### Wiring heat map

33 x 33 tiles, from black (low) to pale yellow (high), scaled to the fullest tile. Values are wire area over tile area, all layers added.
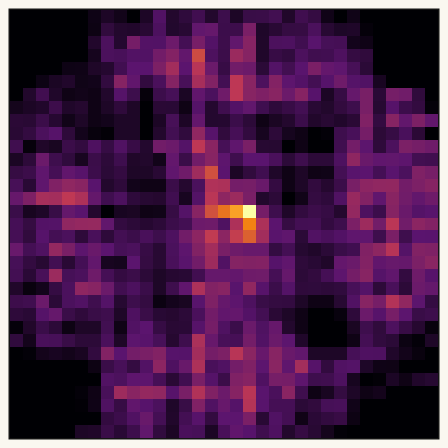
### Met3 routing

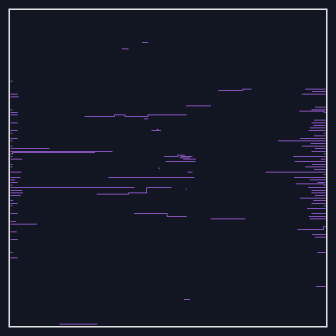
### Port wiring

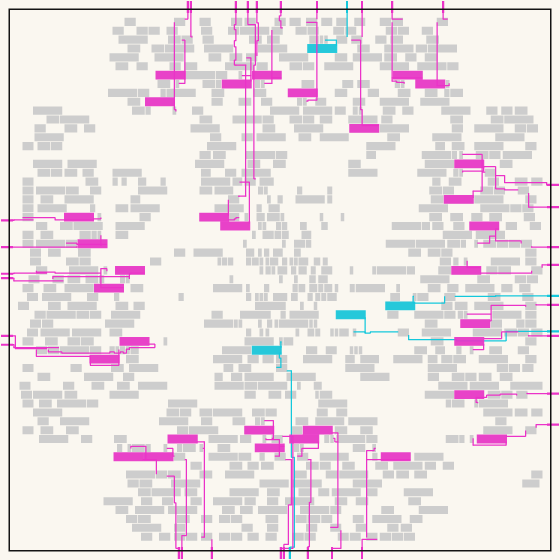
### Sequential cells grouped by signal name

Other sequential cells in the stronger gray, the rest of the logic in the fainter gray.
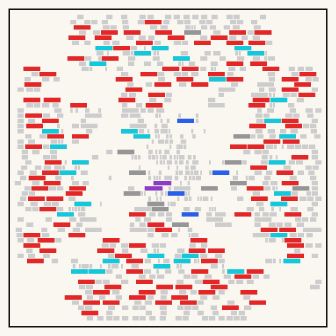
[config.mk]
export PLATFORM = sky130hd
export DESIGN_NAME = sdfm_result_arb
export DESIGN_NICKNAME = d
export VERILOG_FILES = /design/src/rtl/sdfm_result_arb.sv
export SDC_FILE = /design/constraint.sdc
export NUM_CORES = 1
export LEC_CHECK = 0
export CORE_MARGIN = 2
export CORE_UTILIZATION = 30
export DETAILED_ROUTE_END_ITERATION = 16
export GPL_TIMING_DRIVEN = 0
export PLACE_DENSITY = 0.61
export SLEW_MARGIN = 20
export SYNTH_ARGS = -nofsm -noshare
export SYNTH_HDL_FRONTEND = slang
export SYNTH_SLANG_ARGS = --single-unit
[constraint.sdc]
create_clock -name SYSCLK -period 4.4 [get_ports SYSCLK]
set_clock_uncertainty 0.15 [all_clocks]
set_input_delay 0.44 -clock SYSCLK [delete_from_list [all_inputs] [get_ports SYSCLK]]
set_output_delay 0.44 -clock SYSCLK [all_outputs]
set_load 0.02 [all_outputs]
[src/rtl/sdfm_result_arb.sv]
// Sigma-delta result arbiter: per-channel holding registers, round-robin grant
// onto one valid/ready port, sticky overrun flags. Optional SDFM_ARB_PRIO0_EN.
//
// Ports:
//   SYSCLK, SYSRSTn        clock, async active-low reset
//   ch_data/ch_update/ch_en per-channel filter data, update strobe, enable
//   out_data/out_ch/out_valid/out_ready  granted result handshake
//   pending/ovf_flag/ovf_clr  unread-result flags, sticky overrun, W1C clear
module sdfm_result_arb #(
  parameter int NCH = 4,
  parameter int DW  = 32,
  parameter int CW  = 2
) (
  input  logic              SYSCLK,
  input  logic              SYSRSTn,
  input  logic [NCH*DW-1:0] ch_data,
  input  logic [NCH-1:0]    ch_update,
  input  logic [NCH-1:0]    ch_en,
  output logic [DW-1:0]     out_data,
  output logic [CW-1:0]     out_ch,
  output logic              out_valid,
  input  logic              out_ready,
  output logic [NCH-1:0]    pending,
  output logic [NCH-1:0]    ovf_flag,
  input  logic [NCH-1:0]    ovf_clr
);

  typedef enum logic {IDLE, PRESENT} state_t;

  state_t         state, state_nxt;
  logic [NCH-1:0] upd_d;
  logic [NCH-1:0] cap;
  logic [NCH-1:0] req;
  logic [NCH-1:0] rr_req;
  logic [NCH-1:0] gnt;
  logic [DW-1:0]  hold [NCH];
  logic [CW-1:0]  last_grant;
  logic [CW-1:0]  sel;
  logic [CW-1:0]  idx;
  logic           found;
  logic           upd_last;
  logic           go;

  assign cap = ch_update & ~upd_d & ch_en;
  // a disabled channel is never granted even while its flag drains
  assign req = pending & ch_en;

  always_comb begin
    sel      = '0;
    found    = 1'b0;
    upd_last = 1'b0;
    idx      = last_grant;
`ifdef SDFM_ARB_PRIO0_EN
    rr_req   = req & {{(NCH-1){1'b1}}, 1'b0};
`else
    rr_req   = req;
`endif
    for (int i = 0; i < NCH; i++) begin
      idx = (idx == CW'(NCH-1)) ? '0 : idx + 1'b1;
      if (!found && rr_req[idx]) begin
        found = 1'b1;
        sel   = idx;
      end
    end
    upd_last = found;
`ifdef SDFM_ARB_PRIO0_EN
    // channel 0 overrides and leaves the round-robin pointer alone
    if (req[0]) begin
      found    = 1'b1;
      sel      = '0;
      upd_last = 1'b0;
    end
`endif
  end

  assign go = (state == IDLE) && found;

  always_comb begin
    gnt = '0;
    for (int k = 0; k < NCH; k++)
      gnt[k] = go && (sel == CW'(k));
  end

  always_comb begin
    state_nxt = state;
    unique case (state)
      IDLE:    if (found) state_nxt = PRESENT;
      PRESENT: if (out_ready) state_nxt = IDLE;
      default: state_nxt = IDLE;
    endcase
  end

  always_ff @(posedge SYSCLK or negedge SYSRSTn) begin
    if (!SYSRSTn) begin
      state      <= IDLE;
      upd_d      <= '0;
      out_data   <= '0;
      out_ch     <= '0;
      out_valid  <= 1'b0;
      pending    <= '0;
      ovf_flag   <= '0;
      last_grant <= CW'(NCH-1);
      for (int k = 0; k < NCH; k++)
        hold[k] <= '0;
    end else begin
      state <= state_nxt;
      upd_d <= ch_update;
      if (go) begin
        out_data  <= hold[sel];
        out_ch    <= sel;
        out_valid <= 1'b1;
        if (upd_last)
          last_grant <= sel;
      end else if (state == PRESENT && out_ready) begin
        out_valid <= 1'b0;
      end
      for (int k = 0; k < NCH; k++) begin
        if (cap[k])
          hold[k] <= ch_data[k*DW +: DW];
        // a capture on the grant cycle refills the register: not an overrun
        if (!ch_en[k])
          pending[k] <= 1'b0;
        else if (cap[k])
          pending[k] <= 1'b1;
        else if (gnt[k])
          pending[k] <= 1'b0;
        if (cap[k] && pending[k] && !gnt[k])
          ovf_flag[k] <= 1'b1;
        else if (ovf_clr[k])
          ovf_flag[k] <= 1'b0;
      end
    end
  end

endmodule

==> flow_summary.yaml <==
# yosys + openroad results
layout:
  layout-drive-gt1-share: 0.258
  area_growth_pct: 36.9
  fill_cells: 2493
  final_util: 0.414
  antenna_cells: 0
  combGateArea_sq_mm: 0.00320
  fin_nets: 937
  regArea_sq_mm: 0.00446
  layout.cells.non_filler: 1141
power_and_ir_drop:
  p_leak_nw: 4.38
  peakVddDrop_mv: 0.265
  p_seq_frac: 0.415
  clockPowerShare: 0.271
  comb_power_share: 0.313
  switchingPower_mw: 1.76
  intPower_mw: 3.66
  switching_share: 0.326
  power.density_mw_per_mm2: 506
worst_setup_path:
  r2r-start: "last_grant[0]"
  crit_type: "flop to flop"
  cp.required_ns: 4.54
  worstRegToRegCells: 8
  cp-end-kind: "flop"
  crit_path_max_fanout: 10
  critical-path-max-stage-delay_ns: 0.70
  r2r_slack_ns: 0.95
  crit_chain: "ha_1, buf_1, o221ai_1, a21oi_1, buf_2, mux2i_1, a2bb2oi_1, o31ai_1"
  critPathLaunchType: "flop"
  crit_slowest_cell: "a21oi_1"
  r2r-end: "out_data[14]"
  critical_path_arrival_ns: 3.60
clock_tree:
  post_cts_buffers: 0
  cts_root_buf: "clkbuf_16"
  cts_tree: "yes"
  cts_buffer_depth: 2
  path_clk_slew_ns: 0.07
  cts_resized: 0
  cts.sinks: 178
  clkLatencyLatePin_ns: 0.42
  numCtsBuffers: 17
  ctsHoldBuffers: 1
  cts.htree.levels: 4
detailed_routing:
  drt-initial-drc-count: 269
  vias_per_cell: 4.71
  final_antenna_net_count: 0
  wl_per_cell_um: 18.7
  drc: 0
  dr.pass1.iters: 4
logic_synthesis:
  postSynthNetCount: 731
  netlist_instances: 587
  ys_ff: 178
  top_cell_area_share: 0.563
  yosys_area_sq_mm: 0.00782
  synth_warnings: 0
  topCellsByArea: "dfrtp_1 (56%), mux2_2 (23%), mux2i_1 (8.2%)"
  ys_cells: 587
  netlist_area_sq_mm: 0.00782
  syn_area_per_cell_sq_um: 13.3
  synth.distinct_cells: 39
  ff_type: "dfrtp_1"
  common_cells: "dfrtp_1 (176), mux2_2 (159), mux2i_1 (64)"
  synth-edff-count: 0
  postSynthSeqShare: 0.570
  synth_top_cell_by_count: "dfrtp_1"
  async_flop_share: 1.00
  top_area_cell: "dfrtp_1"
min_path:
  hold_path.startpoint: "last_grant[1]"
  hold_path_depth: 2
  hold_path.class: "flop to flop"
  holdPathEnd: "last_grant[1]"
global_routing:
  grtUsageTotal: 0.158
  grt_pass1_vias: 5509
  grt_max_degree: 91
  grt.overflow.total: 0
  grt_antenna_before_repair: 0
  grt_pass1_wl_um: 31800
placement:
  dp_hpwl_um: 15300
  gp_congestion: 0.795
  io_buffers: 185
  dp_cells: 1108
outcome:
  status: "completed"
final_timing:
  relSlewSlack: 0.443
  finalSetupViolCount: 0
  rsz0062_at_grt: "no"
  tns_ns: 0
  max_slew.worst_pin.slew_ns: 0.835
  hold_viol: 0
  timing.fmax_mhz: 290
  finalCritPeriodShare: 0.784
  drv_slew: 0
  fin_crit_ns: 3.45
floorplanning:
  die_h_um: 165
  fp-row-count: 59
  chipWidth_um: 165
  coreArea_sq_mm: 0.0258
  fp_util: 0.303
  die-area_sq_mm: 0.0274
  pin_count: 186
flow_run:
  warning_count: 26
  cap_violations: 0
Back to the opening pictures, 'Wiring heat map':
- fullest tile: 0.68
- densest ninth of the die: center
- emptiest ninth of the die: north-west

Back to the opening pictures, 'Met3 routing':
- share of all routed wire: 4.8%
- longest straight run: 64.6 um
- main direction: horizontal
- nets with wire on the layer: 102
- wire length on this layer: 1020 um
Vias: 5371
WL final: 21300 um
met3 usage in global routing: 0.0357

Back to the opening pictures, 'Port wiring':
- out_data: magenta (bits 32; direction output; edge 10 north, 8 east, 8 south, 6 west; end cells 32; buffers 32; wire 1230 um)
- ovf_flag: cyan (bits 4; direction output; edge 2 east, 1 south, 1 north; end cells 4; buffers 4; wire 189 um)

Back to the opening pictures, 'Sequential cells grouped by signal name':
- out_data: cyan (flops 32; where widely spread)
- last_grant: purple (flops 2)
- pending: blue (flops 4; where center)
- hold: red (flops 128; where widely spread)
- not colored: 12

-- flip-flops by register name, indices dropped and copies added, names as in the netlist --
name,flops
hold,128
last_grant,2
out_ch,2
out_data,32
out_valid,1
ovf_flag,4
pending,4
state,1
upd_d,4
-- per-layer routing --
layer,wire length [um],part of all wire,global-route usage,vias up
met4,186,0.0087,0.0321,0
met3,1020,0.048,0.0357,10
li1,-,-,-,2528
met5,0,0,0,-
met2,10400,0.49,0.264,127
met1,9780,0.46,0.209,2706
-- cells in the final DEF, fill, tap and decap left out, types with 4 or more instances in the layout --
master           count
clkinvlp_4           4
nand3b_1             4
clkdlybuf4s50_1    184
mux2_2             159
o21ai_1             13
o21ai_0             25
mux2i_1             64
clkbuf_16           17
nand2_1             45
buf_2               11
dfrtp_1            176
nor3_1               6
nor2_1               9
nand3_1              4
clkbuf_1            19
inv_1                9
inv_6                6
a21oi_1              6
o32ai_1              4
-- layout make-up --
type	instances	area share
Multi-Input combinational cell	368	0.299
Inverter	9	0.00316
Sequential cell	178	0.416
Buffer	32	0.0125
Tap cell	335	0.0392
Clock inverter	15	0.0134
Clock buffer	17	0.0397
Timing Repair Buffer	187	0.177
-- worst max-delay path by stage --
stage             startpoint      endpoint  cells after the start
6_report       last_grant[0]  out_data[14]                      8
5_1_grt        last_grant[0]  out_data[14]                      8
4_1_cts        last_grant[0]  out_data[14]                      8
3_5_place_dp        ch_en[3]  out_data[14]                      9
3_3_place_gp         SYSRSTn      hold[51]                      1
2_1_floorplan  last_grant[0]  out_data[13]                      8
-- critical path, delay by kind of cell, from the launching register on --
family / cells / cell delay [ns]
AND-OR/OR-AND: 4 / 1.24
buffers and inverters: 2 / 0.82
flip-flops: 1 / 0.60
multiplexers: 1 / 0.29
adder cells (fa/ha/maj): 1 / 0.22
-- per-stage QoR --
step                total power, mW  hold slack (ns)  setup slack, ns  cell area (sq um)
floorplan                      3.23         -0.00559             1.76               7820
global placement               3.97            0.300            -5.14              10100
detailed placement             4.00            0.300            0.691              10100
CTS                            5.50            0.311            0.916              10700
global route                   5.73            0.330            0.716              10700
finish                         5.42            0.310            0.949              10700
-- power by group through the flow --
stage,clock network (mW),registers [mW],logic [mW]
after floorplan,0,2.41,0.826
after global placement,0,2.28,1.69
after detailed placement,0,2.28,1.71
after CTS,1.53,2.25,1.72
after global routing,1.59,2.30,1.85
final,1.47,2.25,1.70
-- logic make-up after synthesis --
kind of cell / Yosys count / synth area share
adder cells (fa/ha/maj): 1 / 0.00160
flip-flops: 178 / 0.570
AND/OR/NAND/NOR: 77 / 0.0438
AND-OR/OR-AND: 67 / 0.0526
multiplexers: 223 / 0.311
buffers and inverters: 41 / 0.0214
Power figures rest on the tool's default switching activity, not on a simulated workload.
